File: config.mk
export PLATFORM = sky130hd
export DESIGN_NAME = spike_event_scheduler
export DESIGN_NICKNAME = d
export VERILOG_FILES = /design/src/rtl/spike_event_scheduler.sv
export SDC_FILE = /design/constraint.sdc
export NUM_CORES = 1
export LEC_CHECK = 0
export CAP_MARGIN = 30
export CORE_ASPECT_RATIO = 0.75
export CORE_MARGIN = 2
export CORE_UTILIZATION = 57
export DETAILED_ROUTE_END_ITERATION = 10
export PLACE_DENSITY_LB_ADDON = 0.25
export SLEW_MARGIN = 25
export SYNTH_ARGS = -nofsm -noshare
export SYNTH_HDL_FRONTEND = slang
export SYNTH_SLANG_ARGS = --single-unit
File: constraint.sdc
create_clock -name clk -period 5.8 [get_ports clk]
set_input_delay 1.16 -clock clk [delete_from_list [all_inputs] [get_ports clk]]
set_output_delay 1.16 -clock clk [all_outputs]
set_load 0.01 [all_outputs]
File: src/rtl/spike_event_scheduler.sv
// Round-robin spike event scheduler: arbitrates NUM_SRC neuron groups into a timestamped
// event FIFO, generates the global timestep tick and keeps grant/stall statistics.
module spike_event_scheduler #(
  parameter int NUM_SRC   = 8,
  parameter int SRC_W     = 3,
  parameter int NID_W     = 8,
  parameter int TS_W      = 8,
  parameter int DEPTH     = 16,
  parameter int TS_CYCLES = 64
) (
  input  logic                     clk,
  input  logic                     rst,
  input  logic                     enable,
  input  logic                     flush,
  input  logic [NUM_SRC-1:0]       src_req,
  input  logic [NUM_SRC*NID_W-1:0] src_nid,
  output logic [NUM_SRC-1:0]       src_gnt,
  output logic                     evt_valid,
  input  logic                     evt_ready,
  output logic [SRC_W-1:0]         evt_src,
  output logic [NID_W-1:0]         evt_nid,
  output logic [TS_W-1:0]          evt_ts,
  output logic [$clog2(DEPTH):0]   fifo_count,
  output logic                     ts_tick,
  output logic [TS_W-1:0]          timestep,
  output logic [31:0]              event_count,
  output logic [31:0]              stall_count
);

  localparam int AW = $clog2(DEPTH);
  localparam int CW = $clog2(TS_CYCLES);
  localparam int EW = SRC_W + NID_W + TS_W;
  localparam logic [AW:0]      FULL     = (AW+1)'(DEPTH);
  localparam logic [SRC_W:0]   NSRC     = (SRC_W+1)'(NUM_SRC);
  localparam logic [SRC_W-1:0] LAST_SRC = SRC_W'(NUM_SRC - 1);
  localparam logic [CW-1:0]    LAST_CYC = CW'(TS_CYCLES - 1);

  logic [SRC_W-1:0] rr_ptr;
  logic [SRC_W-1:0] gnt_idx;
  logic [SRC_W-1:0] scan_idx;
  logic [SRC_W:0]   scan_sum;
  logic             gnt_found;
  logic             can_grant;
  logic             grant;
  logic             pop;
  logic             stall;

  logic [EW-1:0]    mem [DEPTH];
  logic [AW-1:0]    wr_ptr;
  logic [AW-1:0]    rd_ptr;
  logic [EW-1:0]    head;
  logic [CW-1:0]    cyc_cnt;

  // Scan requests starting at rr_ptr, wrapping; the first requester found wins.
  always_comb begin
    gnt_found = 1'b0;
    gnt_idx   = '0;
    scan_sum  = '0;
    scan_idx  = '0;
    for (int i = 0; i < NUM_SRC; i++) begin
      scan_sum = {1'b0, rr_ptr} + (SRC_W+1)'(i);
      if (scan_sum >= NSRC) scan_sum = scan_sum - NSRC;
      scan_idx = scan_sum[SRC_W-1:0];
      if (!gnt_found && src_req[scan_idx]) begin
        gnt_found = 1'b1;
        gnt_idx   = scan_idx;
      end
    end
  end

  // A same-cycle pop does not free a slot, so fullness is judged on the registered count.
  assign can_grant = enable && !flush && (fifo_count != FULL);
  assign grant     = can_grant && gnt_found && !rst;
  assign pop       = evt_valid && evt_ready && !flush;
  assign stall     = (|src_req) && enable && !grant;

  always_comb begin
    src_gnt = '0;
    if (grant) src_gnt[gnt_idx] = 1'b1;
  end

  always_ff @(posedge clk or posedge rst) begin
    if (rst) begin
      rr_ptr <= '0;
    end else if (grant) begin
      rr_ptr <= (gnt_idx == LAST_SRC) ? '0 : gnt_idx + 1'b1;
    end
  end

  always_ff @(posedge clk) begin
    if (grant) mem[wr_ptr] <= {gnt_idx, src_nid[gnt_idx*NID_W +: NID_W], timestep};
  end

  always_ff @(posedge clk or posedge rst) begin
    if (rst) begin
      wr_ptr     <= '0;
      rd_ptr     <= '0;
      fifo_count <= '0;
    end else if (flush) begin
      wr_ptr     <= '0;
      rd_ptr     <= '0;
      fifo_count <= '0;
    end else begin
      if (grant) wr_ptr <= wr_ptr + 1'b1;
      if (pop)   rd_ptr <= rd_ptr + 1'b1;
      case ({grant, pop})
        2'b10:   fifo_count <= fifo_count + 1'b1;
        2'b01:   fifo_count <= fifo_count - 1'b1;
        default: fifo_count <= fifo_count;
      endcase
    end
  end

  // Head fields read as zero while empty so stale memory never leaks onto the bus.
  assign evt_valid = (fifo_count != '0);
  assign head      = mem[rd_ptr];
  assign {evt_src, evt_nid, evt_ts} = evt_valid ? head : '0;

  always_ff @(posedge clk or posedge rst) begin
    if (rst) begin
      cyc_cnt  <= '0;
      timestep <= '0;
      ts_tick  <= 1'b0;
    end else if (!enable) begin
      ts_tick  <= 1'b0;
    end else if (cyc_cnt == LAST_CYC) begin
      cyc_cnt  <= '0;
      timestep <= timestep + 1'b1;
      ts_tick  <= 1'b1;
    end else begin
      cyc_cnt  <= cyc_cnt + 1'b1;
      ts_tick  <= 1'b0;
    end
  end

  always_ff @(posedge clk or posedge rst) begin
    if (rst) begin
      event_count <= '0;
      stall_count <= '0;
    end else begin
      if (grant && (event_count != '1)) event_count <= event_count + 1'b1;
      if (stall && (stall_count != '1)) stall_count <= stall_count + 1'b1;
    end
  end

endmodule

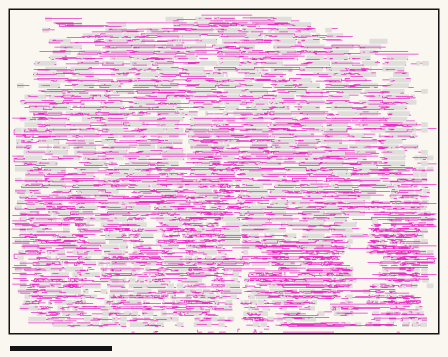
(M1 wires)
The bar under the picture is 50 um long. Cells faint in the background.
The longest straight run is 58.9 um. 1304 nets have wire on it. The layer carries 18000 um of wire. The layer holds 44% of the routed length. The wires run mostly horizontal.
M1 GR Usage: 37.5%
Via Count: 10701
Detailed Route WL: 40600 um

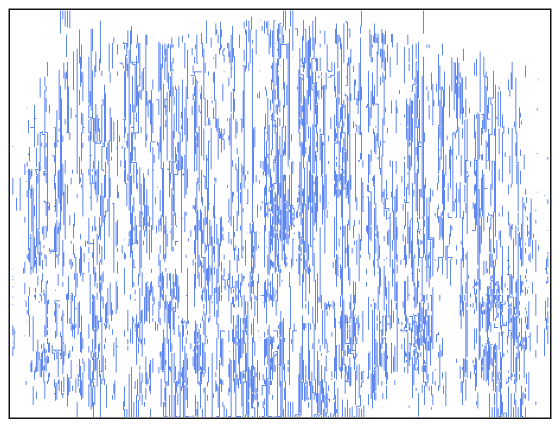
(signal wires on met2)
The wires run mostly vertical. 1255 nets have wire on it. The longest straight run is 78.9 um.
fraction of met2 tracks used by global routing: 40.8%

==> flow.log <==
[flow] summary of implementation run
[metrics] Die Height: 158 um
[metrics] PortBufs: 182
[metrics] Clock Skews: 0.0264 ns
[metrics] most used flip-flop cell after synthesis: edfxtp_1
[metrics] total global routing overflow: 0
[metrics] post-CTS setup buffers: 0
[metrics] Synth Seq Share: around 64%
[metrics] Syn. warnings: 0
[metrics] antenna violations before repair: 0
[metrics] ratio of cells with drive above 1 in the final layout: 17.9%
[metrics] dominant logic cell type in the layout: edfxtp_1
[metrics] Core Region: 31300 um2
[metrics] Max H-tree Level: 2
[metrics] Worst EP arrival: approximately 4.4 ns
[metrics] antenna violation net count after detailed routing: 0
[metrics] Iter 0 DRT Violations: 1045
[metrics] antenna cell count: 0
[metrics] total tool warning count: 30
[metrics] Cell variety after synth: 71
[metrics] clk sink count: 399
[metrics] Worst IR Drop VDD: 0.364 mV
[metrics] initial core utilization: 57.7%
[metrics] number of cells in the yosys synthesis report: around 1100
[metrics] weighted congestion reported at the end of routability-driven placement: 0.811
[metrics] clk root buf: clkbuf_16
[metrics] post-synthesis async set-or-reset flop share: 23.8%
[metrics] unrepaired setup endpoints after global routing: no
[metrics] leakage power: 7.56 nW
[metrics] tally of max-capacitance violations: 0
[metrics] R2R Setup Slk: 1.23 ns
[metrics] HPWL after detailed placement: roughly 26000 um
[metrics] cell area after synthesis: around 18000 um2
[metrics] register bit count reported by yosys: 399
[metrics] required time worst endpoint: 4.64 ns
[metrics] class of the most critical setup path: reg -> out
[metrics] post-layout period usage: 96.4%
[metrics] Final Instance Count excl. Fillers: 1742
[metrics] Worst Hold Class: reg -> reg
[metrics] die extent in x: 209 um
[metrics] standard-cell rows: 56
[metrics] Finish-stage setup viols: 0
[metrics] cells resized by post-CTS repair: 0
[metrics] area growth from synthesis to layout: 19.8%
[metrics] Cell Count Post-Placement: 1676
[metrics] number of iterations in the first detailed-routing pass: 5
[metrics] TritonCTS clock tree: done
[metrics] Avg Synthesized Cell Area: 16.3 um2
[metrics] number of top-level pins: 183
[metrics] Max Clk Rate: 179 MHz
[metrics] Max-Slew Margin vs Limit: 38.4%
[metrics] pins over their slew limit: 0
[metrics] Total Die Area: 33100 um2
[metrics] GRT Overall Usage: about a quarter
[metrics] outcome: complete, no violations
[metrics] post-layout minimum cycle time: about 5.6 ns
[metrics] wire length of the first global-routing pass: 63300 um
[metrics] CTS buffer count: 38
[metrics] cell count after synthesis: 1110
[metrics] number of remaining DRC errors: 0
[metrics] Max FO, Critical Path: 20
[metrics] total power after layout: 11.2 mW
[metrics] clock insertion delay at the later pin of the skew report: 0.53 ns
[metrics] number of global-route vias before repair: 10707
[metrics] routed length per placed instance: between 20 and 25 um
[metrics] Critical Path Sink Type: primary output
[metrics] Final nets: between 1000 and 1500
[metrics] clock transition at the registers of the reported paths: 0.06 ns
[metrics] deepest clock path buffer count: 3
[metrics] power per cell area: 517 nW/um2
[metrics] maximum number of pins on one net before global-route repair: 70
[metrics] nature of the critical path startpoint: register
[metrics] Post-CTS Hold Buffers: 0
[metrics] Register-to-Register Path Depth: 16
[metrics] synthesized netlist net count: 1202
[metrics] EDFF count, synth: roughly 300
[metrics] Setup TNS Final: 0 ns
[metrics] hold-critical path depth: 1
[metrics] Chip Area, Yosys: 18000 um2
[metrics] post-DR vias/cell: 6.14
[metrics] slew of the pin with the lowest slew margin: 0.919 ns
[metrics] highest-count cells in the layout ignoring fill and taps: edfxtp_1, clkdlybuf4s50_1, mux4_2
[metrics] count of endpoints failing hold in the final timing report: 0
## metal layers
| layer | wire length (um) | part of all wire [%] | up-vias | global-route usage (%) |
|---|---|---|---|---|
| li1 | - | - | 4774 | - |
| met1 | 18000 | 44 | 5460 | 37.5 |
| met2 | 19300 | 48 | 421 | 40.8 |
| met3 | 2780 | 6.8 | 46 | 3.81 |
| met4 | 577 | 1.4 | 0 | 5.57 |
| met5 | 0 | 0 | - | 0 |
## per-stage QoR
stage                     hold WS [ns]  cell area [um2]  util [%]  worst slack [ns]
after CTS                        0.490            21600      69.1             0.196
after global routing             0.508            21600      69.2            0.0296
after floorplan                  0.445            18000         -              1.01
final                            0.481            21600      69.2             0.208
after detailed placement         0.477            20400      65.3             0.223
after global placement           0.462            20400      65.3             0.282
## worst paths after layout
check	startpoint	endpoint
setup / recovery	rr_ptr[0]	src_gnt[0]
hold / removal	stall_count[21]	stall_count[21]
setup reg to reg	rr_ptr[0]	fifo_count[4]
hold reg to reg	stall_count[21]	stall_count[21]
max in group asynchronous	rst	event_count[0]
min in group asynchronous	rst	stall_count[29]
## synthesized netlist by cell type, types with 3 or more instances
cell       number  area share [%]
inv_1          21            0.44
mux2_2         17             1.1
ha_1           15             1.0
o21ai_0        12            0.33
and3_1         29             1.0
buf_4           4            0.17
o32ai_1        16            0.78
nor3_1         14            0.39
clkbuf_1       39            0.81
buf_6           5            0.31
dfrtp_1        95              13
xnor2_1        59             2.9
or3_1           3            0.10
and2_1         40             1.4
o21a_1          3            0.12
and4_1         11            0.53
nor2_1         39            0.81
mux4_2        105              13
a21oi_1        13            0.36
nand3_1        26            0.72
edfxtp_1      304              51
mux2i_1        39             2.2
buf_1           5            0.10
and2_0         10            0.35
o2111ai_1       3            0.15
nand4_1        23            0.80
o22ai_1         3            0.10
nor4_1          5            0.17
xor2_1         26             1.3
o31a_1         15            0.73
nand2_1        62             1.3
## cells by family after synthesis
group | after synthesis | share of synthesized area, %
flip-flops | 399 | 63.8
AND/OR/NAND/NOR | 279 | 8.55
multiplexers | 163 | 16.6
AND-OR/OR-AND | 91 | 3.95
XOR/XNOR | 86 | 4.22
buffers and inverters | 77 | 1.91
adder cells (fa/ha/maj) | 15 | 1.04
## flip-flops by register name, indices dropped and copies added (netlist names)
name and count:
stall_count 32, wr_ptr 4, rd_ptr 4, cyc_cnt 6, mem 304, fifo_count 5, timestep 8, rr_ptr 3
ts_tick 1, event_count 32
## critical path: stages, from the launching register on
cell and delay (ns):
dfrtp_1 0.35, inv_1 0.04, buf_4 0.19, ha_1 0.53
mux4_2 0.67, mux2_2 0.37, nand2_1 0.09, o311a_1 0.17
o32ai_1 0.08, a221o_1 0.47, or2_4 0.29, nor3_2 0.11
clkdlybuf4s50_1 0.56
## area by class of cell
class	count	area [um2]
flip-flops and latches	399	11500
fillers	2062	9620
multi-input cells	634	6210
repair buffers	216	2120
clock buffers	46	991
well taps	406	508
clock inverters	19	203
inverters	22	85.1
## power by group
part           switching, mW  internal, mW
Clock                   1.02          1.39
Sequential             0.183          4.10
Combinational           2.65          1.84
No activity file was given, so power comes from the tool's default toggle rates.
